<file path="src/rtl/hex_parser.sv">
// hex_parser: turns a stream of ASCII bytes into binary values, one hex
// token at a time. A token is a run of hex digits (0-9, a-f, A-F) closed
// by a terminator (space, tab, CR, LF or ','). Other bytes cause an error.
// Ports:
//   clk, reset       rising-edge clock, asynchronous active-high reset
//   in_valid/in_data one ASCII byte per strobed cycle (always ready)
//   out_valid        one-cycle strobe: a token completed
//   out_value        parsed value, held until the next out_valid
//   out_digits       digit count of that token, held with out_value
//   out_term         terminator byte that closed it, held with out_value
//   error            one-cycle strobe: bad character or digit overflow
//   busy             a token is being accumulated or discarded
module hex_parser #(
  parameter int BITS   = 32,
  parameter int DIGITS = BITS / 4,
  parameter int CW     = $clog2(DIGITS + 1)
) (
  input  logic            clk,
  input  logic            reset,
  input  logic            in_valid,
  input  logic [7:0]      in_data,
  output logic            out_valid,
  output logic [BITS-1:0] out_value,
  output logic [CW-1:0]   out_digits,
  output logic [7:0]      out_term,
  output logic            error,
  output logic            busy
);

  typedef enum logic [1:0] {
    S_IDLE,
    S_DIGITS,
    S_SKIP
  } state_e;

  localparam logic [CW-1:0] MAXC = CW'(DIGITS);

  state_e          state_q, state_d;
  logic [BITS-1:0] acc_q, acc_d;
  logic [CW-1:0]   cnt_q, cnt_d;
  logic            ov_q, ov_d;
  logic            err_q, err_d;
  logic [BITS-1:0] val_q, val_d;
  logic [CW-1:0]   dig_q, dig_d;
  logic [7:0]      term_q, term_d;

  logic       is_dig;
  logic       is_term;
  logic [3:0] nib;

  // Letters a-f / A-F share low nibbles 1..6, so +9 gives 10..15.
  always_comb begin
    is_dig  = 1'b0;
    nib     = 4'h0;
    if (in_data >= 8'h30 && in_data <= 8'h39) begin
      is_dig = 1'b1;
      nib    = in_data[3:0];
    end else if ((in_data >= 8'h41 && in_data <= 8'h46) ||
                 (in_data >= 8'h61 && in_data <= 8'h66)) begin
      is_dig = 1'b1;
      nib    = in_data[3:0] + 4'd9;
    end
    is_term = (in_data == 8'h20) || (in_data == 8'h09) ||
              (in_data == 8'h0D) || (in_data == 8'h0A) ||
              (in_data == 8'h2C);
  end

  always_comb begin
    state_d = state_q;
    acc_d   = acc_q;
    cnt_d   = cnt_q;
    ov_d    = 1'b0;
    err_d   = 1'b0;
    val_d   = val_q;
    dig_d   = dig_q;
    term_d  = term_q;
    if (in_valid) begin
      unique case (state_q)
        S_IDLE: begin
          if (is_dig) begin
            acc_d   = BITS'(nib);
            cnt_d   = CW'(1);
            state_d = S_DIGITS;
          end else if (!is_term) begin
            err_d   = 1'b1;
            state_d = S_SKIP;
          end
        end
        S_DIGITS: begin
          if (is_dig) begin
            if (cnt_q == MAXC) begin
              err_d   = 1'b1;
              state_d = S_SKIP;
            end else begin
              acc_d = (acc_q << 4) | BITS'(nib);
              cnt_d = cnt_q + CW'(1);
            end
          end else if (is_term) begin
            val_d   = acc_q;
            dig_d   = cnt_q;
            term_d  = in_data;
            ov_d    = 1'b1;
            acc_d   = '0;
            cnt_d   = '0;
            state_d = S_IDLE;
          end else begin
            err_d   = 1'b1;
            state_d = S_SKIP;
          end
        end
        S_SKIP: begin
          // Partial accumulator is cleared on exit so IDLE restarts clean.
          if (is_term) begin
            acc_d   = '0;
            cnt_d   = '0;
            state_d = S_IDLE;
          end
        end
        default: state_d = S_IDLE;
      endcase
    end
  end

  always_ff @(posedge clk or posedge reset) begin
    if (reset) begin
      state_q <= S_IDLE;
      acc_q   <= '0;
      cnt_q   <= '0;
      ov_q    <= 1'b0;
      err_q   <= 1'b0;
      val_q   <= '0;
      dig_q   <= '0;
      term_q  <= '0;
    end else begin
      state_q <= state_d;
      acc_q   <= acc_d;
      cnt_q   <= cnt_d;
      ov_q    <= ov_d;
      err_q   <= err_d;
      val_q   <= val_d;
      dig_q   <= dig_d;
      term_q  <= term_d;
    end
  end

  assign out_valid  = ov_q;
  assign out_value  = val_q;
  assign out_digits = dig_q;
  assign out_term   = term_q;
  assign error      = err_q;
  assign busy       = (state_q != S_IDLE);

endmodule

</file>
<file path="config.mk">
export PLATFORM = sky130hd
export DESIGN_NAME = hex_parser
export DESIGN_NICKNAME = d
export VERILOG_FILES = /design/src/rtl/hex_parser.sv
export SDC_FILE = /design/constraint.sdc
export NUM_CORES = 1
export LEC_CHECK = 0
export CAP_MARGIN = 20
export CORE_UTILIZATION = 45
export CTS_BUF_LIST = sky130_fd_sc_hd__clkbuf_4 sky130_fd_sc_hd__clkbuf_8 sky130_fd_sc_hd__clkbuf_16
export CTS_CLUSTER_DIAMETER = 50
export DETAILED_ROUTE_END_ITERATION = 6
export PLACE_DENSITY = 0.69
export SETUP_SLACK_MARGIN = 0.02
export SLEW_MARGIN = 20
export SYNTH_ARGS = -nofsm -noshare
export SYNTH_HDL_FRONTEND = slang
export SYNTH_SLANG_ARGS = --single-unit
</file>
<file path="constraint.sdc">
create_clock -name clk -period 3 [get_ports clk]
set_input_delay 0.3 -clock clk [delete_from_list [all_inputs] [get_ports clk]]
set_output_delay 0.3 -clock clk [all_outputs]
set_load 0.05 [all_outputs]
</file>
==> flow_metrics.py <==
# Flow results
metrics = {
    "clock_network": {
        "cts_tree": "built",
        "holdBufCountCts": 0,
        "post_cts.resized_instances": 0,
        "cts.clk_slew.worst_paths_ps": 90,
        "postCtsSetupBuffers": 0,
        "numCtsBuffers": 9,
        "cts_root_buf": "clkbuf_8",
        "clock_tree.htree_level_count": 3,
        "clock_tree.buffer_depth": 2,
        "cts.sinks": 84,
    },
    "worst_setup_path": {
        "path_max_fanout": 8,
        "cp_data_required_time_ps": 3290,
        "timing.critical_path.buf_inv": 3,
        "worst_path_max_stage_delay_ps": 570,
        "crit_slowest_cell": "a2111oi_2",
        "worst-endpoint-arrival_ps": 2870,
        "ff2ff_path_depth": 8,
        "crit_path_start_kind": "primary input",
        "cpLargestDelayFamily": "AND-OR/OR-AND gates",
        "crit_path_end_kind": "flip-flop",
        "criticalPathCategory": "in -> reg",
    },
    "power_and_ir_drop": {
        "power.switching_fraction": 0.295,
        "seq_pwr_mw": 1.20,
        "clock_power_mw": 0.921,
        "internal-power_mw": 1.83,
        "combPwrFrac": 0.186,
        "share_seq_of_total_power": 0.460,
        "power.net_switching_mw": 0.768,
        "group_drawing_the_most_power": "sequential cells",
        "clkPwrFrac": 0.354,
        "irDropWorstVdd_v": 0.000404,
        "power.density_cell_area_nw_per_um2": 570,
        "static_leakage_nw": 2.12,
    },
    "logic_synthesis": {
        "cell_with_the_most_instances_after_synthesis": "dfrtp_1",
        "synth_top_cell_by_area": "dfrtp_1",
        "area_of_the_mapped_netlist_um2": 3620,
        "post_synth_num_cell_types": 44,
        "yosys_cells": 259,
        "top_cell_area_share": 0.581,
        "enable_flop_cells": 0,
        "syn_area_per_cell_um2": 14.0,
        "post_synth_main_area_contributors": "dfrtp_1 58%, mux2_2 12%, a22o_1 8.0%",
        "synth-main-ff-cell": "dfrtp_1",
        "gate_count_after_technology_mapping": 259,
        "netlist_top_cells_count": "84 x dfrtp_1, 40 x mux2_2, 33 x a22o_1",
        "syn_nets": 279,
        "ys_chip_area_um2": 3620,
    },
    "timing": {
        "setup_viol": 0,
        "final_max_slew_viol_count": 0,
        "tightestPinTransition_ps": 814,
        "setup-tns-final_ps": 0,
        "final.hold.worst_slack_ps": 394,
        "max_freq_ghz": 0.388,
        "slew_limit_headroom": 0.457,
        "period_minus_slack_ps": 2580,
        "rsz_0062_raised_after_global_routing": "false",
        "final-hold-violation-count": 0,
    },
    "hold_path": {
        "holdCritPathClass": "in -> async",
    },
    "routing": {
        "drt_pre_antenna_iters": 4,
        "detail_route.vias_per_cell": 5.32,
        "ant_nets": 0,
        "route.vias.total": 2275,
    },
    "run": {
        "timing.max_cap.violations": 0,
    },
    "grt": {
        "grt_max_degree": 49,
        "grt_pass1_vias": 2272,
        "track_usage": 0.171,
        "grt_pass1_wl_um": 11200,
        "antenna_found_initial": 0,
    },
    "cells_and_area": {
        "diodes": 0,
        "lay_top_cells": "84 x dfrtp_1, 57 x clkdlybuf4s50_1, 40 x mux2_2",
        "post-route-util": 0.587,
        "finalNetCount": 341,
        "fraction_of_layout_instances_using_a_drive_strength_above_1": 0.239,
        "logic_area_um2": 1370,
        "finish.cell_count_without_fillers": 428,
    },
    "die": {
        "rows": 32,
        "die.size.x_um": 91.7,
        "io-pin-count": 58,
        "die_height_um": 91.7,
        "core_area_um2": 7770,
        "core_utilization_at_floorplan": 0.466,
    },
    "placed_design": {
        "place_inst": 412,
        "placement.cell_area_um2": 4330,
        "post-dp-hpwl_um": 4400,
        "port-buffer-count": 57,
    },
    "run_status": {
        "outcome": "finished clean",
    },
}
## layer usage
metal | up-vias | global-route usage | part of all wire
met5 | - | 0 | 0
met4 | 0 | 0.0595 | 0.013
met3 | 9 | 0.0481 | 0.058
met2 | 72 | 0.250 | 0.45
met1 | 1126 | 0.245 | 0.48
li1 | 1068 | - | -
## worst register-to-register path: stages (launching register included)
cell,delay [ps]
dfrtp_1,390
inv_1,90
ha_1,410
inv_1,180
o31ai_1,380
nand3_1,140
nand2_2,120
buf_12,190
a22o_1,180
## final timing paths
kind / from / endpoint / slack, ps
min in group clk: out_digits[2] / out_digits[2] / 490
max reg2reg: state_q[1] / acc_q[30] / 870
max: in_data[0] / acc_q[1] / 420
max in group asynchronous: reset / acc_q[4] / 1840
min reg2reg: out_digits[2] / out_digits[2] / 490
min: reset / out_value[30] / 390
## kinds of logic after synthesis
logic type / Yosys count / share of synthesized area
muxes: 45 / 0.139
adders and majority gates: 9 / 0.0311
and+or+nand+nor: 34 / 0.0553
buffers and inverters: 28 / 0.0422
DFF: 84 / 0.581
AOI/OAI and AO/OA: 55 / 0.142
xor gates and xnor gates: 4 / 0.00968
## area by class of cell
| cell class | count | area share |
|---|---|---|
| multi-input combinational | 147 | 0.300 |
| clock buffer | 9 | 0.0272 |
| timing repair buffer | 67 | 0.150 |
| tap | 102 | 0.0280 |
| clock inverter | 7 | 0.0236 |
| inverter | 12 | 0.0102 |
| sequential | 84 | 0.461 |
## per-stage QoR
stage                     total power, mW  worst slack [ps]
after floorplan                      1.59               535
after global routing                 2.72               230
after global placement               1.70               104
final                                2.60               421
after detailed placement             1.71              31.0
after CTS                            2.63               408
## sequential cells by signal, summed over array words and instances (netlist names)
signal and count:
acc_q 32, out_value 32, out_term 8, cnt_q 4, out_digits 4, state_q 2
error 1, out_valid 1
**Wires at chosen ports, followed through buffers**

Drawn at 4 px/um.
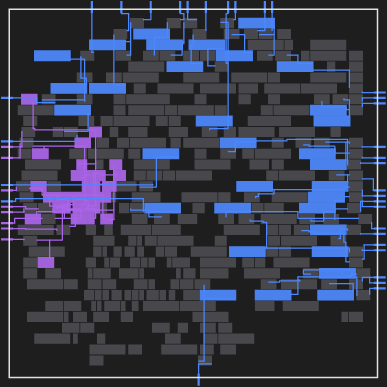
Purple is in_data, bits 8, direction input, end cells 25, buffers 8, wire 285 um. Blue is out_value, bits 32, direction output, end cells 32, buffers 32, wire 785 um.

**Routed metal, one color a layer**

Drawn at 4 px/um.
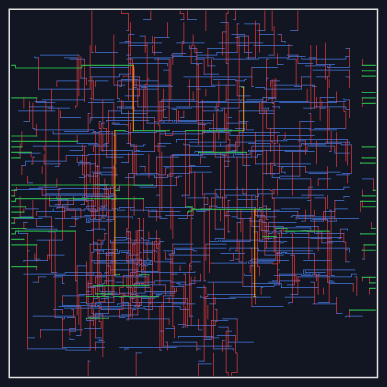
Orange is met4, wire length 85.0 um. Blue is met1, wire length 3,100 um. Green is met3, wire length 375 um. Red is met2, wire length 2,920 um.
Routed WL per cell: 15.1 um
Routed WL: 6480 um

**Clock routing**

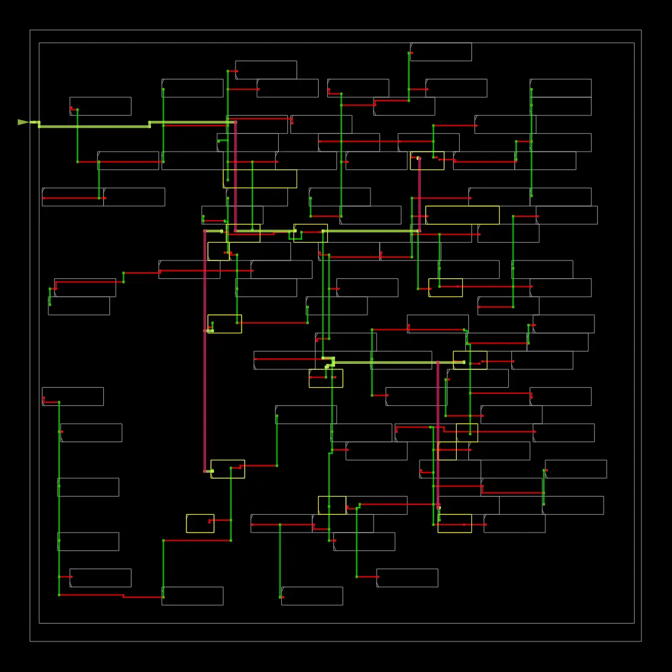
num sequential: 84
clock latency at the later pin of the worst-skew pair: 350 ps
Clock Skew: 7.28 ps

**Sequential cells colored by netlist name**

Drawn at 3 px/um. Other sequential cells in the stronger gray, the rest of the logic in the fainter gray.
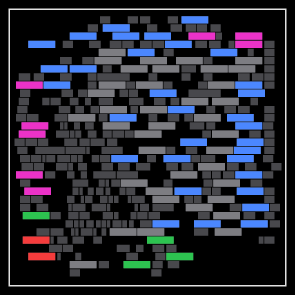
Red is state_q, sequential cells 2. Blue is out_value, sequential cells 32, where all over the die. Green is out_digits, sequential cells 4, where south. Magenta is out_term, sequential cells 8.

Power and IR drop assume default switching activity.
